## src/rtl/traffic_phase_ctrl.sv

```systemverilog
// N-road round-robin traffic-light sequencer: green/yellow/all-red phases timed in ticks,
// with emergency pre-emption that diverts the rotation to a requested road and holds it green.
module traffic_phase_ctrl #(
    parameter int NUM_ROADS    = 4,
    parameter int GREEN_TICKS  = 10,
    parameter int YELLOW_TICKS = 2,
    parameter int ALLRED_TICKS = 1,
    parameter int CNT_W        = 8,
    localparam int IDX_W       = $clog2(NUM_ROADS)
) (
    input  logic                   clk,
    input  logic                   rst_n,
    input  logic                   tick,
    input  logic                   emerg_req,
    input  logic [IDX_W-1:0]       emerg_road,
    output logic                   emerg_ack,
    output logic [2*NUM_ROADS-1:0] road_state,
    output logic [IDX_W-1:0]       active_road,
    output logic                   phase_done
);

    typedef enum logic [1:0] {GREEN, YELLOW, ALLRED, EMERG} state_e;

    localparam logic [1:0]       LS_GREEN  = 2'b11;
    localparam logic [1:0]       LS_YELLOW = 2'b10;
    localparam logic [1:0]       LS_RED    = 2'b01;
    localparam logic [IDX_W-1:0] LAST_ROAD = IDX_W'(NUM_ROADS - 1);

    state_e                   state_q, state_d;
    logic [CNT_W-1:0]         count_q, count_d;
    logic [IDX_W-1:0]         active_q, active_d;
    logic                     pend_q, pend_d;
    logic [IDX_W-1:0]         tgt_q, tgt_d;
    logic [2*NUM_ROADS-1:0]   road_state_q, road_state_d;
    logic                     ack_q, ack_d;
    logic                     done_q, done_d;

    logic                     emerg_vld;
    logic                     lat_pend;
    logic [IDX_W-1:0]         lat_tgt;
    logic [IDX_W-1:0]         next_road;
    logic                     enter;

    assign emerg_vld = emerg_req && ({1'b0, emerg_road} < (IDX_W+1)'(NUM_ROADS));
    // A request seen on the very edge that ends the clearance still steers the next green.
    assign lat_pend  = pend_q | emerg_vld;
    assign lat_tgt   = emerg_vld ? emerg_road : tgt_q;
    assign next_road = (active_q == LAST_ROAD) ? '0 : active_q + 1'b1;

    always_comb begin
        state_d  = state_q;
        count_d  = count_q;
        active_d = active_q;
        pend_d   = pend_q;
        tgt_d    = tgt_q;
        enter    = 1'b0;
        case (state_q)
            GREEN: begin
                if (emerg_vld && emerg_road == active_q) begin
                    // own road requested: freeze the green
                end else if (emerg_vld) begin
                    pend_d  = 1'b1;
                    tgt_d   = emerg_road;
                    state_d = YELLOW;
                    count_d = '0;
                end else if (tick) begin
                    if (count_q == CNT_W'(GREEN_TICKS - 1)) begin
                        state_d = YELLOW;
                        count_d = '0;
                    end else begin
                        count_d = count_q + 1'b1;
                    end
                end
            end
            YELLOW: begin
                pend_d = lat_pend;
                tgt_d  = lat_tgt;
                if (tick) begin
                    if (count_q == CNT_W'(YELLOW_TICKS - 1)) begin
                        count_d = '0;
                        if (ALLRED_TICKS == 0) enter = 1'b1;
                        else                   state_d = ALLRED;
                    end else begin
                        count_d = count_q + 1'b1;
                    end
                end
            end
            ALLRED: begin
                pend_d = lat_pend;
                tgt_d  = lat_tgt;
                if (tick) begin
                    if (count_q == CNT_W'(ALLRED_TICKS - 1)) begin
                        count_d = '0;
                        enter   = 1'b1;
                    end else begin
                        count_d = count_q + 1'b1;
                    end
                end
            end
            EMERG: begin
                if (!emerg_req) begin
                    state_d = YELLOW;
                    count_d = '0;
                end
            end
            default: state_d = GREEN;
        endcase

        if (enter) begin
            state_d  = lat_pend ? EMERG : GREEN;
            active_d = lat_pend ? lat_tgt : next_road;
            pend_d   = 1'b0;
        end

        // Light outputs are decoded from the next state so they change on the transition edge.
        road_state_d = '0;
        for (int i = 0; i < NUM_ROADS; i++) begin
            if (state_d != ALLRED && IDX_W'(i) == active_d)
                road_state_d[2*i +: 2] = (state_d == YELLOW) ? LS_YELLOW : LS_GREEN;
            else
                road_state_d[2*i +: 2] = LS_RED;
        end
        ack_d  = (state_d == EMERG);
        done_d = enter;
    end

    always_ff @(posedge clk or negedge rst_n) begin
        if (!rst_n) begin
            state_q      <= GREEN;
            count_q      <= '0;
            active_q     <= '0;
            pend_q       <= 1'b0;
            tgt_q        <= '0;
            ack_q        <= 1'b0;
            done_q       <= 1'b0;
            for (int i = 0; i < NUM_ROADS; i++)
                road_state_q[2*i +: 2] <= (i == 0) ? LS_GREEN : LS_RED;
        end else begin
            state_q      <= state_d;
            count_q      <= count_d;
            active_q     <= active_d;
            pend_q       <= pend_d;
            tgt_q        <= tgt_d;
            ack_q        <= ack_d;
            done_q       <= done_d;
            road_state_q <= road_state_d;
        end
    end

    assign emerg_ack   = ack_q;
    assign road_state  = road_state_q;
    assign active_road = active_q;
    assign phase_done  = done_q;

endmodule
```

## config.mk

```make
export PLATFORM = sky130hd
export DESIGN_NAME = traffic_phase_ctrl
export DESIGN_NICKNAME = d
export VERILOG_FILES = /design/src/rtl/traffic_phase_ctrl.sv
export SDC_FILE = /design/constraint.sdc
export NUM_CORES = 1
export LEC_CHECK = 0
export ABC_AREA = 1
export CAP_MARGIN = 0
export CORE_MARGIN = 5
export CORE_UTILIZATION = 40
export DETAILED_ROUTE_END_ITERATION = 16
export GPL_ROUTABILITY_DRIVEN = 0
export GPL_TIMING_DRIVEN = 0
export RECOVER_POWER = 50
export SYNTH_ARGS = -nofsm -noshare
export SYNTH_HDL_FRONTEND = slang
export SYNTH_SLANG_ARGS = --single-unit
```

## constraint.sdc

```tcl
create_clock -name clk -period 3.3 [get_ports clk]
set_input_delay 0.66 -clock clk [delete_from_list [all_inputs] [get_ports clk]]
set_output_delay 0.66 -clock clk [all_outputs]
set_load 0.1 [all_outputs]
```

run_1/detail.png
Window x 21 to 51, y 7 to 37 µm. Cells in grey, sequential cells in the stronger grey; small squares are vias.
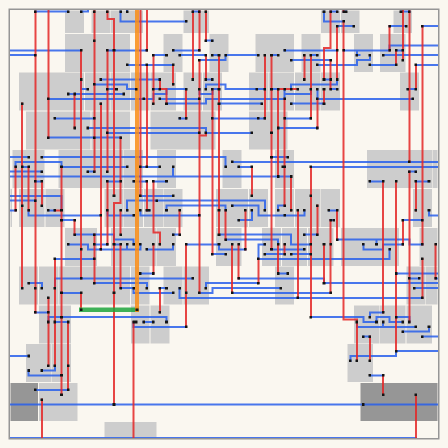
metal 1 -> blue
metal 4 -> orange
metal 3 -> green
metal 2 -> red
sequential cells in the window = 1
netlist names of flops here include = count_q (1)
most frequent = nand2_1 (23), inv_1 (12)
cells with their middle in the window = 78

run_1/clk_routes.png
Drawn at 4 px/µm.
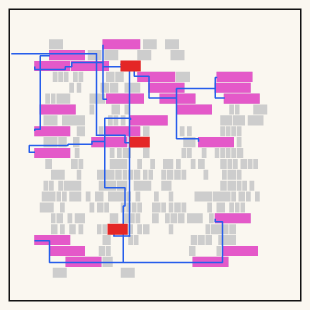
clock drivers -> red  # count 3
flip-flops -> magenta  # count 25
clock wires -> blue  # length 364 µm
flops lie = spread over the die

run_1/congestion.png
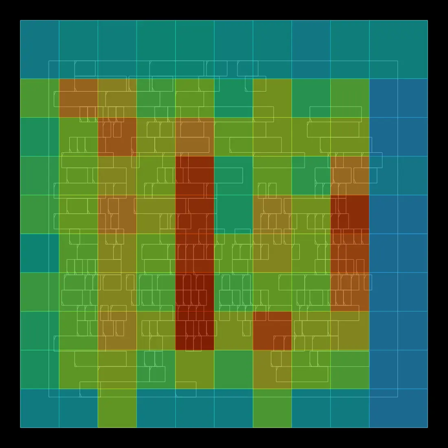
met3 Use GR: 2.35%
GRT met2 Usage: 23.3%
wire length per cell: 11.7 µm
GR met1 Demand/Resource: 16.3%
most utilized layer in the global route result: met2

run_1/metal_density.png
Drawn at 4 px/µm. 14 x 14 tiles, from white (low) to dark blue (high), scaled to the fullest tile. Values are wire area over tile area, all layers added.
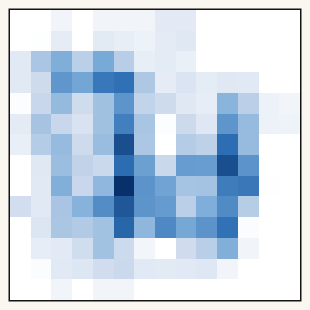
densest ninth of the die = middle
mean over tiles = 0.091
fullest tile = 0.41
tiles over half the peak = 16%

[run 1: layer usage]
metal,GRT usage [%],vias up,wire length [µm]
li1,-,658,-
met1,16.3,594,1400
met2,23.3,13,1570
met3,2.35,5,67
met4,5.74,0,63
met5,0,-,0
[run 1: Yosys cell counts]
master and number:
a21boi_0 1, a21oi_1 3, a21oi_2 2, a31oi_1 2, buf_2 1, buf_4 1, buf_6 1, clkinv_4 1
dfrtp_1 20, dfstp_2 5, ha_1 9, inv_1 24, inv_2 4, mux2i_1 1, nand2_1 46, nand2_2 6
nand2_4 1, nand3_1 9, nand3_4 1, nand4_1 7, nor2_1 25, nor2_2 2, nor2_4 2, nor3_1 1
nor3b_2 1, o211ai_1 2, o21ai_0 10, o21ai_1 2, o21ai_4 2, xnor2_1 3, xor2_1 1
[run 1: cells in the final DEF, fill, tap and decap left out, drive strengths merged, types with 5 or more instances in the layout]
master,synthesis,routed
nand3,10,10
a21oi,5,5
dfstp,5,5
nor2,29,29
nand4,7,7
inv,28,27
dfrtp,20,20
ha,9,9
nand2,53,53
o21ai,14,14
clkdlybuf4s50,0,14
[run 1: cells by family after synthesis]
family | after synthesis | share of synthesized area [%]
AND-OR/OR-AND | 24 | 10.3
buffers and inverters | 32 | 8.81
multiplexers | 1 | 0.641
flip-flops | 25 | 40.5
adder cells (fa/ha/maj) | 9 | 7.21
AND/OR/NAND/NOR | 101 | 30.4
XOR/XNOR | 4 | 2.24
[run 1: cell type report]
cell class                      instances  area (µm²)
Fill cell                             381        1930
Multi-Input combinational cell        139         756
Sequential cell                        25         632
Timing Repair Buffer                   16         160
Inverter                               29         110
Tap cell                               48        60.1
Clock buffer                            3        41.3
Buffer                                  3        23.8
Clock inverter                          1        7.51
[run 1: state kept, by name, summed over array words and instances (netlist names)]
signal	flops
count_q	8
road_state	8
active_road	2
state_q	2
tgt_q	2
emerg_ack	1
pend_q	1
phase_done	1
[run 1: path summary, 6_finish.rpt]
kind | startpoint | depth (start not counted) | endpoint | slack, ns
worst max register to register | count_q[0] | 9 | road_state[3] | 1.02
max in group asynchronous | rst_n | 1 | emerg_ack | 1.58
worst min-delay path | tgt_q[0] | 2 | tgt_q[0] | 0.50
worst min register to register | tgt_q[0] | 2 | tgt_q[0] | 0.50
min in group asynchronous | rst_n | 1 | tgt_q[0] | 1.05
worst max-delay path | active_road[0] | 1 | active_road[0] | 0.70
[run 1: metrics by stage]
stage | power (mW) | utilization [%]
6_report | 1.74 | 48.2
5_1_grt | 1.88 | 48.2
4_1_cts | 1.81 | 49.3
3_5_place_dp | 1.61 | 47.9
3_3_place_gp | 1.59 | 47.9
2_1_floorplan | 1.38 | -
[run 1: power by group through the flow]
stage               Combinational (mW)  Clock (mW)  Sequential [mW]
floorplan                        0.500           0            0.876
global placement                  1.11           0            0.484
detailed placement                1.12           0            0.488
CTS                               1.12       0.202            0.482
global route                      1.17       0.212            0.495
finish                            1.07       0.190            0.479
==> flow_metrics.tcl, run 1 <==
# yosys + openroad results
set metrics [dict create \
    run_status "finished, final reports clean" \
    floorplan.die.height_um 72.5 \
    n_antenna_cell 0 \
    critical-path-slowest-cell "clkdlybuf4s50_1" \
    share_of_yosys_cell_area_claimed_by_the_top_area_cell_type_pct 32.1 \
    vdd.ir_drop.worst_uv 581 \
    timing.critical_path.to_type "output port" \
    part_of_the_total_power_dissipated_in_sequential_elements_pct 27.5 \
    die_width_um 72.5 \
    final_layout_size_suffix_gt1_share_pct 12.0 \
    clock_power_share_pct 10.9 \
    overall_routed_net_length_um 3100 \
    overflow 0 \
    clkSinkCount 25 \
    timing.critical_path.arrival_ns 1.94 \
    post_cts.repair.setup_buffers 0 \
    htree_levels 1 \
    top_cells_by_area "dfrtp_1, nand2_1, dfstp_2" \
    chip_area_um2 5250 \
    cp_num_buf_inv 1 \
    synthesis.area_um2 1560 \
    critical_path_peak_fanout 5 \
    cp_top_family "buffers and inverters" \
    p_int_mw 0.776 \
    syn-instance-count 196 \
    post-route-drc-count 0 \
    power_density_nw_per_um2 974 \
    drt-initial-drc-count 47 \
    final.min_clock_period_ns 2.60 \
]
run_1/logic_types.png
Drawn at 8 px/µm.
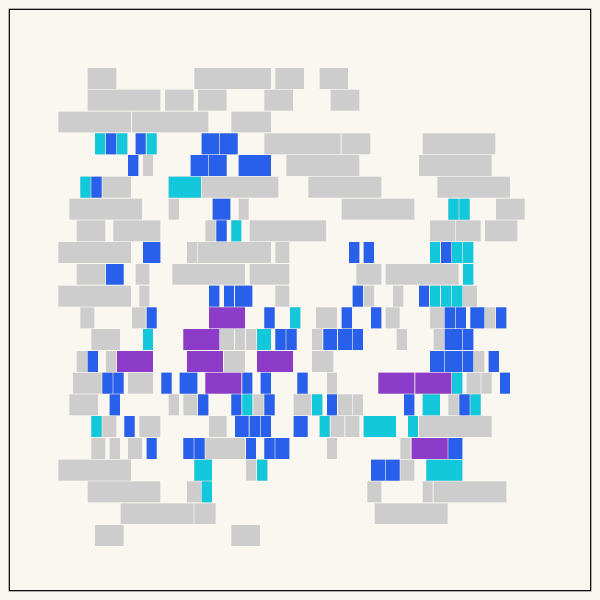

==> run 2, diff against run 1 <==
Clock period 3.3 ns to 2.45 ns, I/O delays scaled along.
run_2/logic_types.png
Drawn at 8 px/µm.
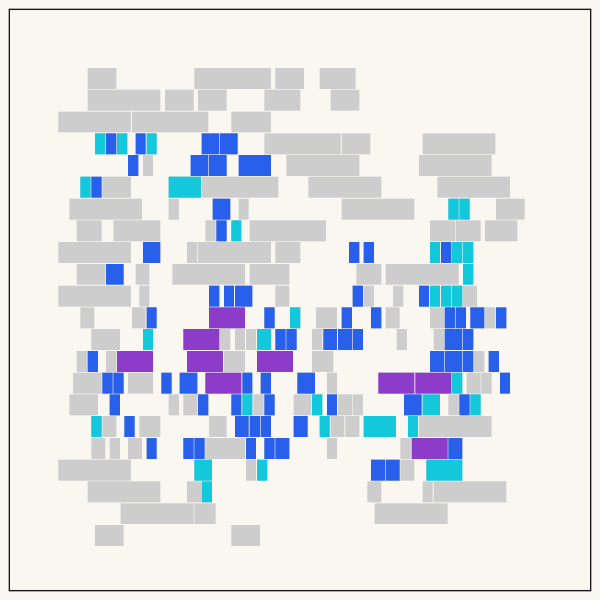
NAND gates -> blue  # cells 70
adder and majority cells -> purple  # cells 9
NOR gates -> cyan  # cells 31

==> run 2 against run 1 <==
Against the previous run: global-route usage stayed put; clock power up 35%; total power up 35%; count of clock-buffer cells in the layout stayed put; combinational power up 36%; largest power group unchanged; register-to-register slack worse by 0.70 ns.
==> flow_metrics.tcl, run 2 <==
# yosys + openroad results
set metrics [dict create \
    fin_total_pwr_mw 2.36 \
    run_status "finished, final reports clean" \
    clkSinkCount 25 \
    cp_num_buf_inv 1 \
    whs_path_depth 2 \
    drt-initial-drc-count 53 \
    critical_path_peak_fanout 1 \
    synthesis.area_um2 1560 \
    synth.most_common_cell "nand2_1" \
    mostFrequentLayoutCells "nand2_1, nor2_1, inv_1, dfrtp_1, clkdlybuf4s50_1" \
    synth_adder_area_share_pct 7.21 \
    sequential_cell_area_um2 632 \
    ff2ff_setup_slack_ns 0.32 \
    worstReg2RegEnd "road_state[3]" \
    chip_area_um2 5250 \
    timing.hold.worst.start "tgt_q[0]" \
    overflow 0 \
    timing.critical_path.arrival_ns 1.92 \
    die_width_um 72.5 \
    drt-wirelength-per-cell_um 11.7 \
    power_density_nw_per_um2 1310 \
    synthMuxAreaShare_pct 0.641 \
    xor_area_share_pct 2.24 \
    launching_point_of_the_worst_reg2reg_path "state_q[0]" \
    count_of_cells_along_the_worst_register_to_register_path 7 \
    comb_area_um2 764 \
    post-route-drc-count 0 \
    timing.critical_path.to_type "output port" \
    htree_levels 1 \
    cp_top_family "buffers and inverters" \
    synth-async-reset-ratio_pct 100 \
    drv.max_cap_violation_count 0 \
    overall_routed_net_length_um 3080 \
    n_antenna_cell 0 \
    final_common_cell "nand2_1" \
    vdd.ir_drop.worst_uv 780 \
    share_of_yosys_cell_area_claimed_by_the_top_area_cell_type_pct 32.1 \
    crit_cells 1 \
    floorplan.die.height_um 72.5 \
    final_layout_size_suffix_gt1_share_pct 13.9 \
]
run 2: cell counts after synthesis:
Identical to the previous run, type by type.
run 2: metrics by stage:
step | std cells | util (%)
floorplan | 196 | -
global placement | 260 | 47.9
detailed placement | 260 | 47.9
CTS | 264 | 49.2
global route | 264 | 48.5
finish | 264 | 48.5
run 2: cell families after synthesis:
group	count (synthesis)
AND/OR/NAND/NOR	101
buffers and inverters	32
flip-flops	25
AND-OR/OR-AND	24
adder cells (fa/ha/maj)	9
XOR/XNOR	4
multiplexers	1
run 2: metal layers:
| layer | global-route usage (%) | vias to the layer above | share of wire, % | wire length, µm |
|---|---|---|---|---|
| met4 | 5.74 | 0 | 2.0 | 63 |
| met2 | 23.3 | 12 | 51 | 1580 |
| li1 | - | 654 | - | - |
| met5 | 0 | - | 0 | 0 |
| met3 | 2.35 | 5 | 2.1 | 64 |
| met1 | 16.3 | 592 | 44 | 1370 |
run 2: how the worst max path moves through the flow:
stage | slack, ns | startpoint | end
floorplan | 0.48 | active_road[0] | road_state[1]
global placement | 0.32 | active_road[0] | active_road[0]
detailed placement | 0.32 | active_road[0] | active_road[0]
CTS | 0.005 | road_state[4] | road_state[4]
global route | 0.001 | road_state[6] | road_state[6]
finish | 0.04 | road_state[6] | road_state[6]
run 2: layout make-up:
cell class                      count  area share (%)
Sequential cell                    25            35.1
Timing Repair Buffer               16            9.10
Buffer                              3            1.25
Clock inverter                      1           0.417
Inverter                           29            6.11
Clock buffer                        3            2.29
Multi-Input combinational cell    139            42.4
Tap cell                           48            3.33
run 2: repair_timing:
item                       4_1_cts  5_1_grt
setup endpoints to repair        1        2
hold buffers                     0        0
resized                          1        2
setup buffers                    0        0
run 2: power breakdown:
part	internal, mW	switching, mW	total [mW]	leakage (nW)
logic	0.376	1.08	1.46	0.554
clock network	0.116	0.141	0.256	0.0217
registers	0.554	0.0917	0.646	0.312
total	1.05	1.31	2.36	0.888
Power and IR drop assume default switching activity.
